$ cat config.mk
export PLATFORM = sky130hd
export DESIGN_NAME = nice_traffic_assembler
export DESIGN_NICKNAME = d
export VERILOG_FILES = /design/src/rtl/nice_traffic_pkg.sv /design/src/rtl/nice_traffic_out_reg.sv /design/src/rtl/nice_traffic_assembler.sv
export SDC_FILE = /design/constraint.sdc
export NUM_CORES = 1
export LEC_CHECK = 0
export ABC_CLOCK_PERIOD_IN_PS = 11880
export CORE_ASPECT_RATIO = 0.5
export CORE_MARGIN = 10
export CORE_UTILIZATION = 59
export DETAILED_ROUTE_END_ITERATION = 8
export PLACE_DENSITY_LB_ADDON = 0.05
export SKIP_CTS_REPAIR_TIMING = 1
export SYNTH_ARGS = -nofsm -noshare
export SYNTH_HDL_FRONTEND = slang
export SYNTH_SLANG_ARGS = --single-unit
$ cat constraint.sdc
create_clock -name clk -period 11.88 [get_ports clk]
set_input_delay 1.782 -clock clk [delete_from_list [all_inputs] [get_ports clk]]
set_output_delay 1.782 -clock clk [all_outputs]
set_load 0.01 [all_outputs]
$ cat src/rtl/nice_traffic_pkg.sv
// Shared types and constants for the traffic reassembly chain.
package nice_traffic_pkg;

    typedef enum logic [1:0] {
        COLLECT = 2'd0,
        PEND    = 2'd1,
        DISCARD = 2'd2
    } asm_state_e;

    localparam int DROP_CNT_W = 16;

endpackage

$ cat src/rtl/nice_traffic_out_reg.sv
// Valid/ready holding register for one completed frame; a load wins over a consume.
module nice_traffic_out_reg #(
    parameter int DATA_W    = 8,
    parameter int MAX_BEATS = 8,
    parameter int LEN_W     = $clog2(MAX_BEATS + 1)
) (
    input  logic                        clk,
    input  logic                        rst,
    input  logic                        load,
    input  logic [MAX_BEATS*DATA_W-1:0] load_data,
    input  logic [LEN_W-1:0]            load_len,
    input  logic                        load_trunc,
    input  logic                        up_ready,
    output logic                        up_valid,
    output logic [MAX_BEATS*DATA_W-1:0] up_data,
    output logic [LEN_W-1:0]            up_len,
    output logic                        up_trunc,
    output logic                        out_free
);

    assign out_free = !up_valid || up_ready;

    always_ff @(posedge clk or posedge rst) begin
        if (rst) begin
            up_valid <= 1'b0;
            up_data  <= '0;
            up_len   <= '0;
            up_trunc <= 1'b0;
        end else if (load) begin
            up_valid <= 1'b1;
            up_data  <= load_data;
            up_len   <= load_len;
            up_trunc <= load_trunc;
        end else if (up_ready) begin
            up_valid <= 1'b0;
        end
    end

endmodule

$ cat src/rtl/nice_traffic_assembler.sv
// Reassembles last-terminated downstream beat bursts into one upper-level frame each.
module nice_traffic_assembler
    import nice_traffic_pkg::*;
#(
    parameter int DATA_W    = 8,
    parameter int MAX_BEATS = 8,
    parameter int LEN_W     = $clog2(MAX_BEATS + 1)
) (
    input  logic                        clk,
    input  logic                        rst,
    input  logic                        down_valid,
    output logic                        down_ready,
    input  logic [DATA_W-1:0]           down_data,
    input  logic                        down_last,
    output logic                        up_valid,
    input  logic                        up_ready,
    output logic [MAX_BEATS*DATA_W-1:0] up_data,
    output logic [LEN_W-1:0]            up_len,
    output logic                        up_trunc,
    output logic [DROP_CNT_W-1:0]       drop_cnt
);

    asm_state_e                  state, state_next;
    logic [MAX_BEATS*DATA_W-1:0] col_data, col_data_next, ins_data;
    logic [LEN_W-1:0]            col_cnt, col_cnt_next;
    logic                        pend_trunc, pend_next;
    logic [DROP_CNT_W-1:0]       drop_next;
    logic                        load, load_trunc, out_free, at_full;
    logic [MAX_BEATS*DATA_W-1:0] load_data;
    logic [LEN_W-1:0]            load_len;

    function automatic logic [DROP_CNT_W-1:0] sat_inc(input logic [DROP_CNT_W-1:0] v);
        return (&v) ? v : v + DROP_CNT_W'(1);
    endfunction

    // Ready depends only on registered state, never on up_ready.
    assign down_ready = (state != PEND);
    assign at_full    = (col_cnt == LEN_W'(MAX_BEATS - 1));

    always_comb begin
        ins_data = col_data;
        for (int i = 0; i < MAX_BEATS; i++) begin
            if (LEN_W'(i) == col_cnt) ins_data[i*DATA_W +: DATA_W] = down_data;
        end
    end

    always_comb begin
        state_next    = state;
        col_data_next = col_data;
        col_cnt_next  = col_cnt;
        pend_next     = pend_trunc;
        drop_next     = drop_cnt;
        load          = 1'b0;
        load_data     = col_data;
        load_len      = col_cnt;
        load_trunc    = pend_trunc;
        case (state)
            COLLECT: begin
                if (down_valid) begin
                    if (down_last || at_full) begin
                        if (out_free) begin
                            load          = 1'b1;
                            load_data     = ins_data;
                            load_len      = col_cnt + LEN_W'(1);
                            load_trunc    = !down_last;
                            col_data_next = '0;
                            col_cnt_next  = '0;
                            state_next    = down_last ? COLLECT : DISCARD;
                        end else begin
                            col_data_next = ins_data;
                            col_cnt_next  = col_cnt + LEN_W'(1);
                            pend_next     = !down_last;
                            state_next    = PEND;
                        end
                    end else begin
                        col_data_next = ins_data;
                        col_cnt_next  = col_cnt + LEN_W'(1);
                    end
                end
            end
            PEND: begin
                if (out_free) begin
                    load          = 1'b1;
                    col_data_next = '0;
                    col_cnt_next  = '0;
                    state_next    = pend_trunc ? DISCARD : COLLECT;
                end
            end
            DISCARD: begin
                if (down_valid) begin
                    drop_next = sat_inc(drop_cnt);
                    if (down_last) state_next = COLLECT;
                end
            end
            default: state_next = COLLECT;
        endcase
    end

    always_ff @(posedge clk or posedge rst) begin
        if (rst) state <= COLLECT;
        else     state <= state_next;
    end

    always_ff @(posedge clk or posedge rst) begin
        if (rst) begin
            col_data   <= '0;
            col_cnt    <= '0;
            pend_trunc <= 1'b0;
            drop_cnt   <= '0;
        end else begin
            col_data   <= col_data_next;
            col_cnt    <= col_cnt_next;
            pend_trunc <= pend_next;
            drop_cnt   <= drop_next;
        end
    end

    nice_traffic_out_reg #(
        .DATA_W    (DATA_W),
        .MAX_BEATS (MAX_BEATS),
        .LEN_W     (LEN_W)
    ) u_out_reg (
        .clk        (clk),
        .rst        (rst),
        .load       (load),
        .load_data  (load_data),
        .load_len   (load_len),
        .load_trunc (load_trunc),
        .up_ready   (up_ready),
        .up_valid   (up_valid),
        .up_data    (up_data),
        .up_len     (up_len),
        .up_trunc   (up_trunc),
        .out_free   (out_free)
    );

endmodule
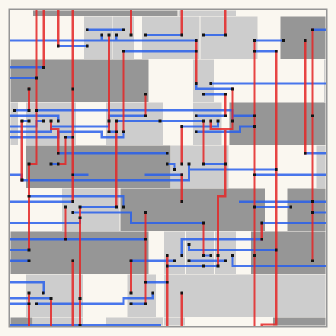
*Zoomed window, run 1*
Window x 120 to 140, y 62 to 82 um. Cells in grey, sequential cells in the stronger grey; small squares are vias.
Blue stands for met1. Red stands for met2.
Netlist names of flops here include col_data (3), u_out_reg.up_data (3). 22 logic cells have their middle in the window. Sequential cells in the window: 6. Most frequent: dfrtp_1 (6).

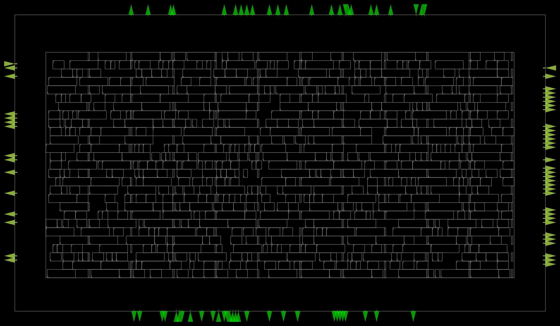
*Placement view, run 1*
tapcell count: 159
number of cell rows: 27
core outline area: 0.01122 mm2
final non-filler cell total: 865

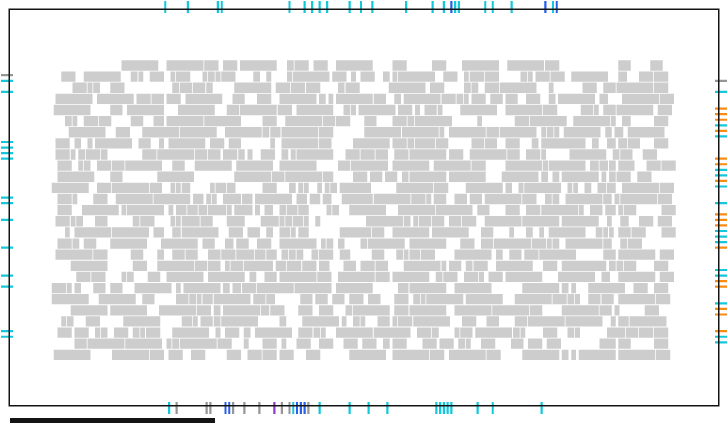
*I/O pins on the die edge, run 1*
Scale bar: 50 um. Pins as bars across the die edge, other pins in grey.
Purple stands for down_ready, pins 1, direction output, edge bottom. Cyan stands for up_data, pins 64, direction output, edge 21 top, 15 right, 14 left, 14 bottom. Orange stands for drop_cnt, pins 16, direction output, edge right. Blue stands for down_data, pins 8, direction input, edge 5 bottom, 3 top.

[run 1: path summary, 6_finish.rpt]
path,end,cells after the start,slack [ps],startpoint
max,col_data[33]$_DFFE_PP0P_,7,7710,up_ready
max reg2reg,col_data[50]$_DFFE_PP0P_,6,9170,col_cnt[0]$_DFFE_PP0P_
min in group asynchronous,drop_cnt[11]$_DFFE_PP0P_,2,1890,rst
min reg2reg,pend_trunc$_DFFE_PP0P_,1,500,pend_trunc$_DFFE_PP0P_
min,pend_trunc$_DFFE_PP0P_,1,500,pend_trunc$_DFFE_PP0P_
max in group asynchronous,col_cnt[2]$_DFFE_PP0P_,3,8590,rst
==> impl_metrics.env, run 1 <==
# flow metrics
export IMPL_result_of_the_run="finished, final reports clean"
export IMPL_leading_power_group="registers"
export IMPL_tightest_pin_transition_ps=1160
export IMPL_n_all_buffers=104
export IMPL_final_min_clock_period_ps=4169
export IMPL_hold_path_class="reg -> reg"
export IMPL_top_area_cell_class="sequential cells"
export IMPL_clock_power_mw=0.536
export IMPL_dp_slack_ps=7334
export IMPL_synth_yosys_seq_area_share_pct=56.86
export IMPL_placement_cell_area_mm2=0.008016
export IMPL_wl_met2_um=7882
export IMPL_critical_path_class="in -> reg"
export IMPL_detail_route_antenna_nets=0
export IMPL_seq_power_mw=0.687
export IMPL_grt_antenna_before_repair=0
export IMPL_num_nonclk_inverters=6
export IMPL_skew_ps=11.37
export IMPL_synthMuxAreaShare_pct=9.888
export IMPL_unrepaired_setup_endpoints_after_global_routing="no"
export IMPL_timing_critical_path_buf_inv=3
export IMPL_critPathLaunchType="input port"
export IMPL_final_hold_violation_count=0
export IMPL_highest_layer="met4"
export IMPL_power_switching_mw=0.4701
export IMPL_setup_viol_count_final=0
export IMPL_tns_ps=0
export IMPL_total_power_mw=1.605
export IMPL_timing_fmax_ghz=0.2399
export IMPL_edf_count=0
export IMPL_totalWireLength_um=17080
export IMPL_drive_above_1_share_pct=6.941
export IMPL_synth_cellmix_simpleShare_pct=12.12
export IMPL_post_synth_top_count_cell="sky130_fd_sc_hd__dfrtp_1"
export IMPL_mappedNetlistArea_mm2=0.006909
export IMPL_grt_overflow_total=0
export IMPL_slack_of_the_critical_path_ps=7711
export IMPL_die_size_y_um=96.52
export IMPL_sequential_cell_total=157
export IMPL_slew_limit_headroom_pct=21.96
export IMPL_comb_area_mm2=0.002833
export IMPL_most_common_layout_cells="157 x sky130_fd_sc_hd__dfrtp_1, 99 x sky130_fd_sc_hd__clkdlybuf4s50_1, 79 x sky130_fd_sc_hd__nor2_1"
export IMPL_clock_tree_from_tritoncts="built"
export IMPL_leakage_nw=3.859
export IMPL_design_area_mm2=0.008601
export IMPL_reg_largest_list="col_data x64, u_out_reg.up_data x64, drop_cnt x16"
export IMPL_max_cap_violation_count=0
export IMPL_powerComb_mw=0.382
export IMPL_tool_warnings=29
export IMPL_timing_critical_path_slowest_cell_delay_ps=600
export IMPL_total_number_of_vias=5237
export IMPL_clockNetworkAreaShare_pct=6.794
export IMPL_port_buffers=99
export IMPL_place_inst=833
export IMPL_core_util_floorplan_pct=61.60
export IMPL_groute_layer_met1_usage_pct=27.35
export IMPL_grt_util_met2_pct=32.75
export IMPL_crit_path_end_kind="flip-flop"
export IMPL_wl_met1_um=7987
export IMPL_layout_core_utilization_pct=76.68
export IMPL_worstSkewPairLatency_ps=410
export IMPL_chip_area_mm2=0.01670
export IMPL_layout_area_seq_mm2=0.003929
export IMPL_synth_main_ff_cell="sky130_fd_sc_hd__dfrtp_1"
export IMPL_critical_path_max_fanout=12
export IMPL_antenna_diode_count=0
export IMPL_comb_power_share_pct=23.8
export IMPL_gp_routability_congestion=0.9214
export IMPL_postSynthAreaPerCell_um2=11.46
export IMPL_sw_ratio_pct=29.29
export IMPL_yosys_area_share_xor_xnor_pct=2.155
export IMPL_ys_flops=157
export IMPL_drt_vias_per_instance=6.054
export IMPL_largest_net_degree_at_the_start_of_global_routing=89
export IMPL_clock_sinks=157
export IMPL_power_report_internal_total_mw=1.135
export IMPL_top_cells_by_count="157 x sky130_fd_sc_hd__dfrtp_1, 79 x sky130_fd_sc_hd__nor2_1, 74 x sky130_fd_sc_hd__a21oi_1, 66 x sky130_fd_sc_hd__mux2i_1, 64 x sky130_fd_sc_hd__a22o_1"
export IMPL_cts_htree_levels=4
export IMPL_cp_data_arrival_time_ps=4460
export IMPL_synth_cells=603
export IMPL_timing_hold_ws_ps=501.3
export IMPL_gr_usage_all_layers_pct=20.38
export IMPL_synth_adder_area_share_pct=1.087
export IMPL_place_hpwl_um=10840
export IMPL_drt_pass1_iter_count=5
export IMPL_critPathTopFamily="AND-OR/OR-AND gates"
export IMPL_globalRouteMet3Util_pct=5.418
export IMPL_clk_transition_reported_paths_ps=60
export IMPL_non_clock_buffer_area_share_pct=11.96
export IMPL_nets_finish=712
export IMPL_cts_inserted_buffers=17
export IMPL_seq_cell_share_pct=45.68
export IMPL_top_area_share_pct=56.86
export IMPL_syn_to_final_growth_pct=24.48
export IMPL_synth_logic_top_family="AND-OR/OR-AND gates"
export IMPL_io_pins=100
export IMPL_synth_cellmix_compoundShare_pct=15.57
export IMPL_crit_path_cells="clkdlybuf4s50_1 -> nand2b_1 -> inv_2 -> a21oi_1 -> buf_4 -> o21ai_1 -> a22o_1"
export IMPL_dieWidth_um=173.0
export IMPL_number_of_synthesis_warnings=0
export IMPL_ctsRootBufferMaster="sky130_fd_sc_hd__clkbuf_16"
export IMPL_power_density_mw_per_mm2=186.6
export IMPL_ir_worst_vdd_v=0.00008930
export IMPL_ys_chip_area_mm2=0.006909
export IMPL_fillCellCount=769
export IMPL_routed_wire_length_on_met3_um=1078
export IMPL_global_route_wire_length_before_repair_um=27300
export IMPL_lay_top_count="sky130_fd_sc_hd__dfrtp_1"
export IMPL_multiInputCombCellCount=407
export IMPL_sh_comb_area_pct=32.94
export IMPL_clk_path_buf_depth=2
export IMPL_yosys_top_cells_area="sky130_fd_sc_hd__dfrtp_1 57%, sky130_fd_sc_hd__mux2i_1 9.6%, sky130_fd_sc_hd__a22o_1 8.1%"
export IMPL_drc=0
export IMPL_async_flop_share_pct=100.0
export IMPL_layout_clock_buffers=20
export IMPL_first_global_vias=5008
export IMPL_routed_wire_length_per_instance_um=19.75
export IMPL_min_period_over_period_pct=35.09
export IMPL_yosysCellCount=603
export IMPL_postSynthNetCount=622
export IMPL_grt_most_used_layer="met2"
export IMPL_post_synth_top_area_cell="sky130_fd_sc_hd__dfrtp_1"
export IMPL_synth_distinct_cells=45
==> run 2: changes to the inputs <==
--- a/config.mk
+++ b/config.mk
@@ -5,10 +5,10 @@
 export SDC_FILE = /design/constraint.sdc
 export NUM_CORES = 1
 export LEC_CHECK = 0
-export ABC_CLOCK_PERIOD_IN_PS = 11880
+export ABC_CLOCK_PERIOD_IN_PS = 3610
 export CORE_ASPECT_RATIO = 0.5
 export CORE_MARGIN = 10
-export CORE_UTILIZATION = 59
+export CORE_UTILIZATION = 49
 export DETAILED_ROUTE_END_ITERATION = 8
 export PLACE_DENSITY_LB_ADDON = 0.05
 export SKIP_CTS_REPAIR_TIMING = 1
==> constraint.sdc (replaced) <==
create_clock -name clk -period 3.61 [get_ports clk]
set_input_delay 0.5415 -clock clk [delete_from_list [all_inputs] [get_ports clk]]
set_output_delay 0.5415 -clock clk [all_outputs]
set_load 0.01 [all_outputs]
==> run 2 against run 1 <==
  * Critical path depth down 2
  * Hold slack got worse by 30 ps
  * Sequential cell count is the same
  * First-iteration DRC count decreased by 35%
  * Combinational power rose to 3.4 times the previous value
  * Critical endpoint is now u_out_reg.up_data[55]$_DFFE_PP0P_
  * Highest routed layer unchanged
==> impl_metrics.env, run 2 <==
# flow metrics
export IMPL_result_of_the_run="finished, final reports clean"
export IMPL_cts_inserted_buffers=17
export IMPL_drt_pass1_iter_count=5
export IMPL_timing_critical_path_buf_inv=1
export IMPL_clk_transition_reported_paths_ps=70
export IMPL_most_common_layout_cells="157 x sky130_fd_sc_hd__dfrtp_1, 99 x sky130_fd_sc_hd__clkdlybuf4s50_1, 79 x sky130_fd_sc_hd__nor2_1"
export IMPL_critical_path_reg2reg_startpoint="state[1]$_DFFE_PP0P_"
export IMPL_gp_routability_congestion=0.8598
export IMPL_number_of_synthesis_warnings=0
export IMPL_postSynthAreaPerCell_um2=11.46
export IMPL_comb_area_mm2=0.002833
export IMPL_synth_adder_area_share_pct=1.087
export IMPL_postSynthNetCount=622
export IMPL_port_buffers=99
export IMPL_die_size_y_um=104.0
export IMPL_cts_htree_levels=4
export IMPL_fillCellCount=1119
export IMPL_slew_limit_headroom_pct=35.27
export IMPL_mappedNetlistArea_mm2=0.006909
export IMPL_nets_finish=725
export IMPL_layout_core_utilization_pct=63.98
export IMPL_multiInputCombCellCount=407
export IMPL_tns_ps=0
export IMPL_std_cell_rows=30
export IMPL_total_number_of_vias=5045
export IMPL_reg2reg_to="u_out_reg.up_data[55]$_DFFE_PP0P_"
export IMPL_drt_vias_per_instance=5.538
export IMPL_min_period_over_period_pct=71.63
export IMPL_dp_slack_ps=553.8
export IMPL_taps=192
export IMPL_synth_yosys_seq_area_share_pct=56.86
export IMPL_non_clock_buffer_area_share_pct=13.31
export IMPL_final_hold_violation_count=0
export IMPL_sh_comb_area_pct=32.40
export IMPL_synth_logic_top_family="AND-OR/OR-AND gates"
export IMPL_critical_path_max_fanout=10
export IMPL_grt_antenna_before_repair=0
export IMPL_crit_end="u_out_reg.up_data[55]$_DFFE_PP0P_"
export IMPL_crit_path_cells="clkdlybuf4s50_1 -> or3b_1 -> nor4_4 -> mux2i_1 -> a21oi_1"
export IMPL_post_synth_top_count_cell="sky130_fd_sc_hd__dfrtp_1"
export IMPL_skew_ps=10.74
export IMPL_unrepaired_setup_endpoints_after_global_routing="no"
export IMPL_crit_start="down_valid"
export IMPL_clock_sinks=157
export IMPL_global_route_wire_length_before_repair_um=28290
export IMPL_clockNetworkAreaShare_pct=6.297
export IMPL_synth_cells=603
export IMPL_ir_worst_vdd_v=0.0002951
export IMPL_synth_main_ff_cell="sky130_fd_sc_hd__dfrtp_1"
export IMPL_yosysCellCount=603
export IMPL_slack_of_the_critical_path_ps=1024
export IMPL_yosys_top_cells_area="sky130_fd_sc_hd__dfrtp_1 57%, sky130_fd_sc_hd__mux2i_1 9.6%, sky130_fd_sc_hd__a22o_1 8.1%"
export IMPL_reg2regPathDepth=4
export IMPL_edf_count=0
export IMPL_critical_path_class="in -> reg"
export IMPL_layout_clock_buffers=19
export IMPL_place_hpwl_um=11310
export IMPL_clk_path_buf_depth=2
export IMPL_reg_largest_list="col_data x64, u_out_reg.up_data x64, drop_cnt x16"
export IMPL_io_pins=100
export IMPL_timing_critical_path_slowest_cell_delay_ps=790
export IMPL_setup_viol_count_final=0
export IMPL_dieWidth_um=187.9
export IMPL_lay_top_count="sky130_fd_sc_hd__dfrtp_1"
export IMPL_crit_path_end_kind="flip-flop"
export IMPL_synth_cellmix_compoundShare_pct=15.57
export IMPL_tool_warnings=31
export IMPL_sequential_cell_total=157
export IMPL_routed_wire_length_per_instance_um=18.73
export IMPL_async_flop_share_pct=100.0
export IMPL_totalWireLength_um=17070
export IMPL_post_synth_top_area_cell="sky130_fd_sc_hd__dfrtp_1"
export IMPL_top_cells_by_count="157 x sky130_fd_sc_hd__dfrtp_1, 79 x sky130_fd_sc_hd__nor2_1, 74 x sky130_fd_sc_hd__a21oi_1, 66 x sky130_fd_sc_hd__mux2i_1, 64 x sky130_fd_sc_hd__a22o_1"
export IMPL_core_util_floorplan_pct=50.57
export IMPL_setup_reg_to_reg_worst_slack_ps=1110
export IMPL_drive_above_1_share_pct=8.762
export IMPL_synth_cellmix_simpleShare_pct=12.12
export IMPL_ys_flops=157
export IMPL_chip_area_mm2=0.01954
export IMPL_ys_chip_area_mm2=0.006909
export IMPL_core_area_mm2=0.01366
export IMPL_synthMuxAreaShare_pct=9.888
export IMPL_ctsRootBufferMaster="sky130_fd_sc_hd__clkbuf_16"
export IMPL_top_area_share_pct=56.86
export IMPL_tightest_pin_transition_ps=967.9
export IMPL_comb_power_share_pct=24.8
export IMPL_drc=0
export IMPL_detail_route_antenna_nets=0
export IMPL_largest_net_degree_at_the_start_of_global_routing=106
export IMPL_antenna_diode_count=0
export IMPL_critPathTopFamily="simple AND/OR/NAND/NOR gates"
export IMPL_critPathLaunchType="input port"
export IMPL_first_global_vias=5088
export IMPL_cp_data_arrival_time_ps=2870
export IMPL_clock_tree_from_tritoncts="built"
export IMPL_gr_usage_all_layers_pct=17.73
export IMPL_hold_path_class="in -> async"
export IMPL_crit_cells=5
export IMPL_timing_fmax_ghz=0.3867
export IMPL_final_min_clock_period_ps=2586
export IMPL_top_area_cell_class="sequential cells"
export IMPL_leakage_nw=3.920
export IMPL_num_nonclk_inverters=6
export IMPL_power_density_mw_per_mm2=593.9
export IMPL_max_cap_violation_count=0
export IMPL_sw_ratio_pct=30.26
export IMPL_seq_cell_share_pct=44.94
export IMPL_syn_to_final_growth_pct=26.53
export IMPL_layout_area_seq_mm2=0.003929
export IMPL_synth_distinct_cells=45
export IMPL_yosys_area_share_xor_xnor_pct=2.155
export IMPL_grt_overflow_total=0
export IMPL_n_all_buffers=117
==> run 2: cell counts after synthesis <==
Identical to the previous run, type by type.
==> run 2: stage by stage <==
step	power, mW	hold slack, ps	std cells	area (um2)
global placement	3.556	482.0	879	8192
detailed placement	3.576	480.4	879	8192
global route	5.491	484.0	911	8742
finish	5.192	471.0	911	8742
floorplan	2.883	465.4	603	6913
CTS	5.260	473.1	911	8742
==> run 2: routing by layer <==
metal	GRT usage [%]	wire length, um
met5	0	0
met4	4.654	199
met3	4.217	887
met2	26.50	7585
met1	25.12	8394
==> run 2: power by group through the flow <==
stage	clock network [mW]	logic [mW]	registers, mW
after floorplan	0	0.534	2.35
after detailed placement	0	1.30	2.27
after global routing	1.79	1.41	2.29
after global placement	0	1.29	2.27
after CTS	1.70	1.31	2.24
final	1.66	1.29	2.24
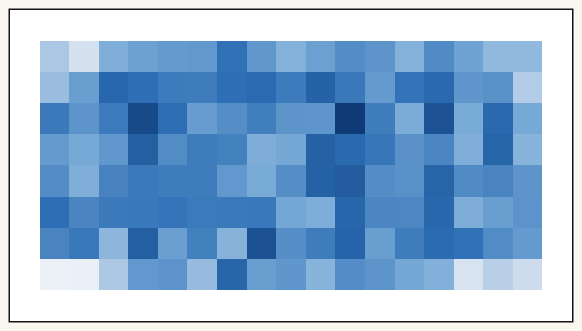
*Local utilization, run 2*
The die is cut into 19 by 10 equal tiles; white is low, dark blue is high, 0 to 100% covered.
The mean over all tiles is 44%. The densest ninth of the die: middle. 12% of the tiles are over 75% full. The fullest tile reaches 96%. 28% of the tiles are nearly empty.

==> run 3: changes to the inputs <==
--- a/config.mk
+++ b/config.mk
@@ -5,10 +5,10 @@
 export SDC_FILE = /design/constraint.sdc
 export NUM_CORES = 1
 export LEC_CHECK = 0
-export ABC_CLOCK_PERIOD_IN_PS = 3610
+export ABC_CLOCK_PERIOD_IN_PS = 2400
 export CORE_ASPECT_RATIO = 0.5
 export CORE_MARGIN = 10
-export CORE_UTILIZATION = 49
+export CORE_UTILIZATION = 54
 export DETAILED_ROUTE_END_ITERATION = 8
 export PLACE_DENSITY_LB_ADDON = 0.05
 export SKIP_CTS_REPAIR_TIMING = 1
==> constraint.sdc (replaced) <==
create_clock -name clk -period 2.4 [get_ports clk]
set_input_delay 0.36 -clock clk [delete_from_list [all_inputs] [get_ports clk]]
set_output_delay 0.36 -clock clk [all_outputs]
set_load 0.01 [all_outputs]
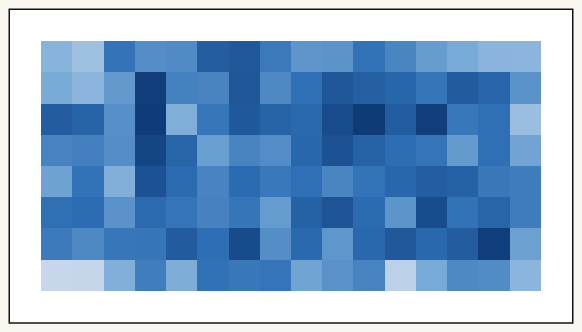
*Local utilization, run 3*
The die is cut into 18 by 10 equal tiles; white is low, dark blue is high, 0 to 100% covered.
The fullest tile reaches 96%. 29% of the tiles are nearly empty. The densest ninth of the die: middle. The mean over all tiles is 49%.
initial standard-cell utilization of the core: 54.87%
core outline area: 0.01259 mm2
utilization after layout: 71.64%

==> run 3 against run 2 <==
  * Largest power group unchanged
  * Sequential cell count unchanged
  * Die area decreased by 7.9%
  * Hold slack worse by 150 ps
  * Critical path type is now reg -> reg
  * Non-clock buffer count increased by 26
  * Setup slack got worse by 710 ps
  * Synthesized cell count stayed put
  * Area after synthesis stayed put
  * Sequential power rose by 51%
  * Clock skew grew 2.3 ps
  * Wire length rose by 1.0%
==> impl_metrics.env, run 3 <==
# flow metrics
export IMPL_post_synth_top_area_cell="sky130_fd_sc_hd__dfrtp_1"
export IMPL_io_pins=100
export IMPL_reg2reg_to="u_out_reg.up_data[2]$_DFFE_PP0P_"
export IMPL_crit_path_cells="inv_1 -> ha_1 -> nor3b_1 -> nand4_1 -> buf_4 -> mux2i_1 -> a21oi_1"
export IMPL_placement_cell_area_mm2=0.008434
export IMPL_stdcell_count=914
export IMPL_result_of_the_run="finished, final reports clean"
export IMPL_gp_routability_congestion=0.8833
export IMPL_largest_net_degree_at_the_start_of_global_routing=71
export IMPL_crit_cells=7
export IMPL_number_of_synthesis_warnings=0
export IMPL_reg2regPathDepth=7
export IMPL_critical_path_class="reg -> reg"
export IMPL_gr_usage_all_layers_pct=19.17
export IMPL_synth_cellmix_simpleShare_pct=12.12
export IMPL_routed_wire_length_on_met3_um=1013
export IMPL_comb_power_share_pct=24.6
export IMPL_timing_hold_ws_ps=325.6
export IMPL_top_area_share_pct=56.86
export IMPL_critical_path_max_fanout=6
export IMPL_yosys_area_share_xor_xnor_pct=2.155
export IMPL_drt_vias_per_instance=5.739
export IMPL_first_global_vias=5279
export IMPL_cts_htree_levels=4
export IMPL_most_common_layout_cells="157 x sky130_fd_sc_hd__dfrtp_1, 99 x sky130_fd_sc_hd__clkdlybuf4s50_1, 79 x sky130_fd_sc_hd__nor2_1"
export IMPL_groute_layer_met1_usage_pct=25.22
export IMPL_drc=0
export IMPL_totalWireLength_um=17240
export IMPL_synth_cellmix_compoundShare_pct=15.57
export IMPL_tns_ps=0
export IMPL_place_inst=883
export IMPL_crit_end="u_out_reg.up_data[2]$_DFFE_PP0P_"
export IMPL_std_cell_rows=29
export IMPL_clock_sinks=157
export IMPL_slew_limit_headroom_pct=45.25
export IMPL_synth_adder_area_share_pct=1.087
export IMPL_tool_warnings=29
export IMPL_drt_pass1_iter_count=4
export IMPL_chip_area_mm2=0.01799
export IMPL_min_period_over_period_pct=86.84
export IMPL_drive_above_1_share_pct=11.96
export IMPL_timing_critical_path_slowest_cell_delay_ps=440
export IMPL_wl_met2_um=8024
export IMPL_power_density_mw_per_mm2=896.6
export IMPL_postSynthNetCount=622
export IMPL_power_report_internal_total_mw=5.675
export IMPL_skew_ps=13.00
export IMPL_grt_util_met2_pct=31.00
export IMPL_tightest_pin_transition_ps=818.7
export IMPL_final_hold_violation_count=0
export IMPL_cp_data_arrival_time_ps=2380
export IMPL_synth_yosys_seq_area_share_pct=56.86
export IMPL_critPathTopFamily="simple AND/OR/NAND/NOR gates"
export IMPL_nets_finish=751
export IMPL_place_hpwl_um=11320
export IMPL_max_cap_violation_count=0
export IMPL_wl_met1_um=8089
export IMPL_port_buffers=99
export IMPL_reg_largest_list="col_data x64, u_out_reg.up_data x64, drop_cnt x16"
export IMPL_routed_wire_length_per_instance_um=18.87
export IMPL_clock_tree_from_tritoncts="built"
export IMPL_die_size_y_um=99.99
export IMPL_clk_path_buf_depth=2
export IMPL_power_switching_mw=2.412
export IMPL_sw_ratio_pct=29.83
export IMPL_worstSkewPairLatency_ps=430
run 3: cell counts after synthesis:
No cell type changed its count.
run 3: power by group through the flow:
stage / Combinational, mW / Clock [mW] / Sequential, mW
finish: 1.99 / 2.72 / 3.38
global route: 2.18 / 2.88 / 3.45
CTS: 2.02 / 2.75 / 3.38
detailed placement: 2.00 / 0 / 3.42
global placement: 1.98 / 0 / 3.41
floorplan: 0.804 / 0 / 3.53
run 3: area by class of cell:
type                    count  area, um2  share of cell area, %
inverters                   6      26.28                 0.2913
repair buffers            143       1434                  15.90
clock buffers              17      425.4                  4.716
clock inverters            14      160.2                  1.776
multi-input cells         407       2833                  31.41
flip-flops and latches    157       3929                  43.56
well taps                 170      212.7                  2.358
Power is estimated from default activity; no workload was simulated.
